$ cat config.mk
export PLATFORM = sky130hd
export DESIGN_NAME = pipe_reg
export DESIGN_NICKNAME = d
export VERILOG_FILES = /design/src/rtl/pipe_pkg.sv /design/src/rtl/pipe_reg_ctrl.sv /design/src/rtl/pipe_reg.sv
export SDC_FILE = /design/constraint.sdc
export NUM_CORES = 1
export LEC_CHECK = 0
export CORE_ASPECT_RATIO = 0.75
export CORE_MARGIN = 4
export CORE_UTILIZATION = 53
export DETAILED_ROUTE_END_ITERATION = 7
export PLACE_DENSITY = 0.91
export SKIP_LAST_GASP = 1
export SYNTH_ARGS = -nofsm -noshare
export SYNTH_HDL_FRONTEND = slang
export SYNTH_HIERARCHICAL = 1
export SYNTH_SLANG_ARGS = --single-unit
$ cat constraint.sdc
create_clock -name clk -period 3.89 [get_ports clk]
set_input_delay 0.5835 -clock clk [delete_from_list [all_inputs] [get_ports clk]]
set_output_delay 0.5835 -clock clk [all_outputs]
set_load 0.01 [all_outputs]
$ cat src/rtl/pipe_pkg.sv
// ----------------------------------------------------------------------------
// pipe_pkg
// Shared types and constants for the pipe_reg pipeline register.
//   pipe_state_e   : occupancy state of the two-entry register (EMPTY/ONE/FULL)
//   PIPE_MAX_WIDTH : largest supported payload width
//   state_count()  : maps a state to its occupancy count (0, 1 or 2)
// ----------------------------------------------------------------------------
package pipe_pkg;

    localparam int unsigned PIPE_MAX_WIDTH = 256;

    typedef enum logic [1:0] {
        PS_EMPTY = 2'b00,
        PS_ONE   = 2'b01,
        PS_FULL  = 2'b10
    } pipe_state_e;

    function automatic logic [1:0] state_count(input pipe_state_e s);
        logic [1:0] c;
        case (s)
            PS_ONE:  c = 2'd1;
            PS_FULL: c = 2'd2;
            default: c = 2'd0;
        endcase
        return c;
    endfunction

endpackage

$ cat src/rtl/pipe_reg_ctrl.sv
// ----------------------------------------------------------------------------
// pipe_reg_ctrl
// Occupancy FSM for pipe_reg. Tracks how many payloads are held (main + skid)
// and issues the write strobes for the datapath. Status outputs are flops
// loaded from the next state, so none of them depends combinationally on
// in_valid, out_ready or flush.
// Ports:
//   clk, reset      : clock, asynchronous active-low reset
//   flush           : synchronous flush, forces EMPTY
//   in_valid        : upstream offers a payload
//   out_ready       : downstream takes the payload this cycle
//   main_we         : load the main register this cycle
//   main_sel_skid   : main register loads from skid (else from in_data)
//   skid_we         : load the skid register this cycle
//   in_ready        : registered, state != FULL
//   out_valid       : registered, state != EMPTY
//   count           : registered occupancy 0/1/2
// ----------------------------------------------------------------------------
module pipe_reg_ctrl
    import pipe_pkg::*;
(
    input  logic       clk,
    input  logic       reset,
    input  logic       flush,
    input  logic       in_valid,
    input  logic       out_ready,
    output logic       main_we,
    output logic       main_sel_skid,
    output logic       skid_we,
    output logic       in_ready,
    output logic       out_valid,
    output logic [1:0] count
);

    pipe_state_e state;
    pipe_state_e state_nxt;
    logic        accept;
    logic        pop;

    always_comb begin
        // NOTE: every signal written here gets a default first, so no path
        // leaves one unassigned and no latch is inferred.
        state_nxt     = state;
        main_we       = 1'b0;
        main_sel_skid = 1'b0;
        skid_we       = 1'b0;
        accept        = in_valid & in_ready;
        pop           = out_valid & out_ready;

        if (flush) begin
            // Flush wins over accept and pop; data registers are left alone.
            state_nxt = PS_EMPTY;
        end else begin
            case (state)
                PS_EMPTY: begin
                    if (accept) begin
                        state_nxt = PS_ONE;
                        main_we   = 1'b1;
                    end
                end
                PS_ONE: begin
                    if (accept && pop) begin
                        main_we = 1'b1;
                    end else if (accept) begin
                        state_nxt = PS_FULL;
                        skid_we   = 1'b1;
                    end else if (pop) begin
                        state_nxt = PS_EMPTY;
                    end
                end
                PS_FULL: begin
                    // in_ready is 0 here, so only a pop can occur.
                    if (pop) begin
                        state_nxt     = PS_ONE;
                        main_we       = 1'b1;
                        main_sel_skid = 1'b1;
                    end
                end
                default: state_nxt = PS_EMPTY;
            endcase
        end
    end

    // NOTE: sequential state uses non-blocking assignments so every flop
    // samples the pre-edge values, independent of statement order.
    always_ff @(posedge clk or negedge reset) begin
        if (!reset) begin
            state     <= PS_EMPTY;
            in_ready  <= 1'b1;
            out_valid <= 1'b0;
            count     <= 2'd0;
        end else begin
            state     <= state_nxt;
            in_ready  <= (state_nxt != PS_FULL);
            out_valid <= (state_nxt != PS_EMPTY);
            count     <= state_count(state_nxt);
        end
    end

endmodule

$ cat src/rtl/pipe_reg.sv
// ----------------------------------------------------------------------------
// pipe_reg
// Pipeline register with valid/ready handshake, two-entry skid buffer and
// synchronous flush. Sustains one transfer per cycle under back-pressure;
// in_ready comes from a flop and never from out_ready.
// Optional feature (macro PIPE_REG_STALL_CNT_EN): saturating stall counter
// on port stall_cnt, counting cycles with out_valid=1 and out_ready=0.
// Ports:
//   clk        : rising-edge clock
//   reset      : asynchronous active-low reset
//   flush      : synchronous flush, active-high
//   in_data    : upstream payload (WIDTH)
//   in_valid   : upstream payload valid
//   in_ready   : block can accept this cycle
//   out_data   : downstream payload, the main register (WIDTH)
//   out_valid  : out_data is valid
//   out_ready  : downstream accepts this cycle
//   count      : occupancy 0/1/2
//   stall_cnt  : stall counter (STALL_CNT_W), only with PIPE_REG_STALL_CNT_EN
// ----------------------------------------------------------------------------
module pipe_reg
    import pipe_pkg::*;
#(
    parameter int unsigned      WIDTH       = 64,
    parameter logic [WIDTH-1:0] RESET_VAL   = '0,
    parameter int unsigned      STALL_CNT_W = 16
) (
    input  logic             clk,
    input  logic             reset,
    input  logic             flush,
    input  logic [WIDTH-1:0] in_data,
    input  logic             in_valid,
    output logic             in_ready,
    output logic [WIDTH-1:0] out_data,
    output logic             out_valid,
    input  logic             out_ready,
    output logic [1:0]       count
`ifdef PIPE_REG_STALL_CNT_EN
    ,
    output logic [STALL_CNT_W-1:0] stall_cnt
`endif
);

    if (WIDTH < 1 || WIDTH > PIPE_MAX_WIDTH || STALL_CNT_W < 1) begin : g_param_check
        $error("pipe_reg: WIDTH must be 1..%0d and STALL_CNT_W >= 1", PIPE_MAX_WIDTH);
    end

    logic             main_we;
    logic             main_sel_skid;
    logic             skid_we;
    logic [WIDTH-1:0] main_q;
    logic [WIDTH-1:0] skid_q;

    pipe_reg_ctrl u_ctrl (
        .clk           (clk),
        .reset         (reset),
        .flush         (flush),
        .in_valid      (in_valid),
        .out_ready     (out_ready),
        .main_we       (main_we),
        .main_sel_skid (main_sel_skid),
        .skid_we       (skid_we),
        .in_ready      (in_ready),
        .out_valid     (out_valid),
        .count         (count)
    );

    // NOTE: the data registers are reset because out_data must show
    // RESET_VAL while and after reset is asserted; a plain storage array
    // without such a visible reset value would be left unreset.
    always_ff @(posedge clk or negedge reset) begin
        if (!reset) begin
            main_q <= RESET_VAL;
            skid_q <= RESET_VAL;
        end else begin
            if (main_we) begin
                main_q <= main_sel_skid ? skid_q : in_data;
            end
            if (skid_we) begin
                skid_q <= in_data;
            end
        end
    end

    assign out_data = main_q;

`ifdef PIPE_REG_STALL_CNT_EN
    localparam logic [STALL_CNT_W-1:0] STALL_MAX = '1;

    // Saturating count of stalled cycles; flush clears it ahead of increment.
    always_ff @(posedge clk or negedge reset) begin
        if (!reset) begin
            stall_cnt <= '0;
        end else if (flush) begin
            stall_cnt <= '0;
        end else if (out_valid && !out_ready && (stall_cnt != STALL_MAX)) begin
            stall_cnt <= stall_cnt + STALL_CNT_W'(1);
        end
    end
`endif

endmodule

Fig. 1: track usage over the die
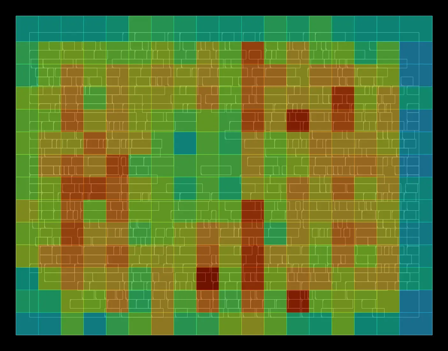
routing usage on met2: 0.3045
Most Crowded Layer GR: met2
GRT met1 Usage: 0.2852

Fig. 2: routed metal per tile
Scale: 3 px per um. The die is cut into 25 by 20 equal tiles; dark blue is low, red is high, scaled to the fullest tile. Values are wire area over tile area, all layers added.
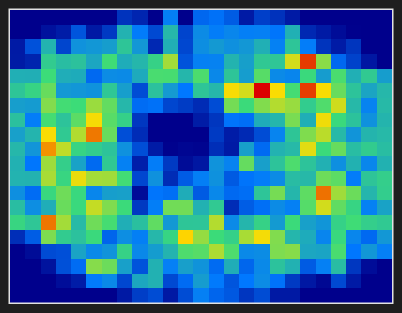
mean over tiles: 0.16
nearly empty tiles: 11%
fullest tile: 0.49
tiles over half the peak: 18%
emptiest ninth of the die: center

==> results.json <==
{
  "drt-total-wl_um": 12350,
  "outcome": "finished, final reports clean",
  "netlist.area_leader.share": 0.5877,
  "htree_levels": 4,
  "common_cells": "133 x dfrtp_1, 65 x a21oi_1, 65 x nor2_1",
  "ys.warnings.count": 6,
  "die.size.y_um": 97.52,
  "place_area_um2": 7038,
  "cts_buffers": 17,
  "pre_cts_slack_ns": 1.386,
  "power_density_nw_per_um2": 640.9,
  "layout-drive-gt1-share": 0.1887,
  "ys.flops": 134,
  "critPathArrivalTime_ns": 2.44,
  "p_int_mw": 3.612,
  "yosysMostFrequentCell": "dfrtp_1",
  "ctsLongestPathBuffers": 2,
  "hp-class": "in2async",
  "drt_first_pass_iters": 4,
  "area_growth_pct": 34.87,
  "final_core_util": 0.7365,
  "final_antenna_net_count": 0,
  "syn_avg_cell_area_um2": 12.93,
  "async_flop_share": 1.000,
  "ff_type": "dfrtp_1",
  "io-pin-count": 137,
  "relSlewSlack": 0.4786,
  "yosysTopAreaCell": "dfrtp_1",
  "fin_cells": 719,
  "grt_pass1_wl_um": 20310,
  "fin_total_pwr_mw": 4.895,
  "layout_setup_ws_ns": 1.757,
  "dieWidth_um": 127.4,
  "finalMaxSlewViolations": 0,
  "drt_iter0_drc": 282,
  "clkPwrFrac": 0.327,
  "yosysCellCount": 438,
  "diodes": 0,
  "switching_power_mw": 1.282,
  "layout_top_cell": "clkdlybuf4s50_1",
  "vdd_drop_max_uv": 402.1,
  "p_leak_nw": 3.068,
  "clock_latency_ns": 0.40,
  "postCtsSetupBuffers": 0,
  "clock_power_mw": 1.60,
  "vias": 3840,
  "ys_area_um2": 5663,
  "netlist_top_cells_area": "dfrtp_1 59%, mux2_2 13%, mux2i_1 11%",
  "seq_power_mw": 2.15,
  "syn_nets": 507,
  "grt_max_degree": 75,
  "design_area_um2": 7637,
  "hold_viol": 0,
  "post_drt_via_cell_ratio": 5.341,
  "synth_cells": 438,
  "gp_congestion": 0.7596,
  "combinationalPowerShare": 0.233,
  "r2r_cells": 6,
  "finalCriticalPeriod_ns": 2.133,
  "worstSetupPathType": "in2reg",
  "cts.sinks": 134,
  "yosys.stat.seqShare": 0.5924,
  "row_count": 32,
  "maxCapViolations": 0,
  "synth-edff-count": 0,
  "rsz0062_at_grt": "false",
  "cts.repair.resized": 0,
  "setup_viol": 0,
  "power.group.top": "registers",
  "p_sw_frac": 0.2619,
  "setup_tns_ns": 0,
  "dpl.hpwl_um": 8289,
  "crit_path_start_kind": "input port",
  "layout_top_cells": "135 x clkdlybuf4s50_1, 133 x dfrtp_1",
  "routedWlPerCell_um": 17.18,
  "overflow": 0,
  "syn-cell-area_um2": 5663,
  "cp_max_fo": 66,
  "gr-usage-all-layers": 0.2043,
  "grt_pass1_vias": 4121,
  "cts-root-buf": "clkbuf_16",
  "seqPwrFrac": 0.440,
  "drc_errors": 0,
  "fp_util": 0.5461,
  "die_area_um2": 12420,
  "fin_nets": 640,
  "clock.fmax_ghz": 0.4689,
  "cts.clk_slew.worst_paths_ns": 0.06,
  "fin_crit_sh": 0.5482,
  "skew_ns": 0.008965,
  "cp-end-kind": "flip-flop",
  "dp_cells": 688,
  "port_buffers": 136,
  "antenna_found_initial": 0,
  "cp.required_ns": 4.20,
  "core_area_um2": 10370,
  "tool_warnings": 26
}
[per-layer routing]
layer	share of wire	track usage
met5	0	0
met1	0.45	0.2852
met4	0.0065	0.06018
met3	0.073	0.06868
met2	0.47	0.3045
[final cells by class]
| cell class | instances | area (um2) |
|---|---|---|
| Tap cell | 136 | 170.2 |
| Fill cell | 657 | 2733 |
| Multi-Input combinational cell | 275 | 2090 |
| Clock inverter | 9 | 125.1 |
| Timing Repair Buffer | 143 | 1424 |
| Sequential cell | 134 | 3354 |
| Clock buffer | 22 | 474.2 |
[critical path, cell delays in order]
cell and delay [ns]:
clkdlybuf4s50_1 0.52, and3b_2 0.23, nand2_1 0.09, a21oi_4 0.15, buf_4 0.55, nor2_1 0.12
a21oi_1 0.17
[state kept, by name (all words and copies together), names as in the netlist]
| register | count |
|---|---|
| out_data | 64 |
| skid_q | 64 |
| u_ctrl/count | 2 |
| u_ctrl/in_ready | 1 |
| u_ctrl/out_valid | 1 |
| u_ctrl/state | 2 |
[final timing paths]
path	startpoint	end	slack, ns
setup / recovery	in_valid	out_data[30]$_DFFE_PN0P_	1.76
hold / removal	reset	skid_q[35]$_DFFE_PN0P_	0.26
min in group clk	skid_q[43]$_DFFE_PN0P_	skid_q[43]$_DFFE_PN0P_	0.50
hold reg to reg	skid_q[43]$_DFFE_PN0P_	skid_q[43]$_DFFE_PN0P_	0.50
setup reg to reg	u_ctrl/state[0]$_DFF_PN0_	out_data[29]$_DFFE_PN0P_	1.85
max in group asynchronous	reset	u_ctrl/in_ready$_DFF_PN1_	2.72
[kinds of logic after synthesis]
| logic type | Yosys count | synth area share |
|---|---|---|
| buffers and inverters | 29 | 0.04286 |
| and+or+nand+nor | 77 | 0.05877 |
| muxes | 128 | 0.2404 |
| DFF | 134 | 0.5924 |
| AOI/OAI and AO/OA | 70 | 0.06562 |
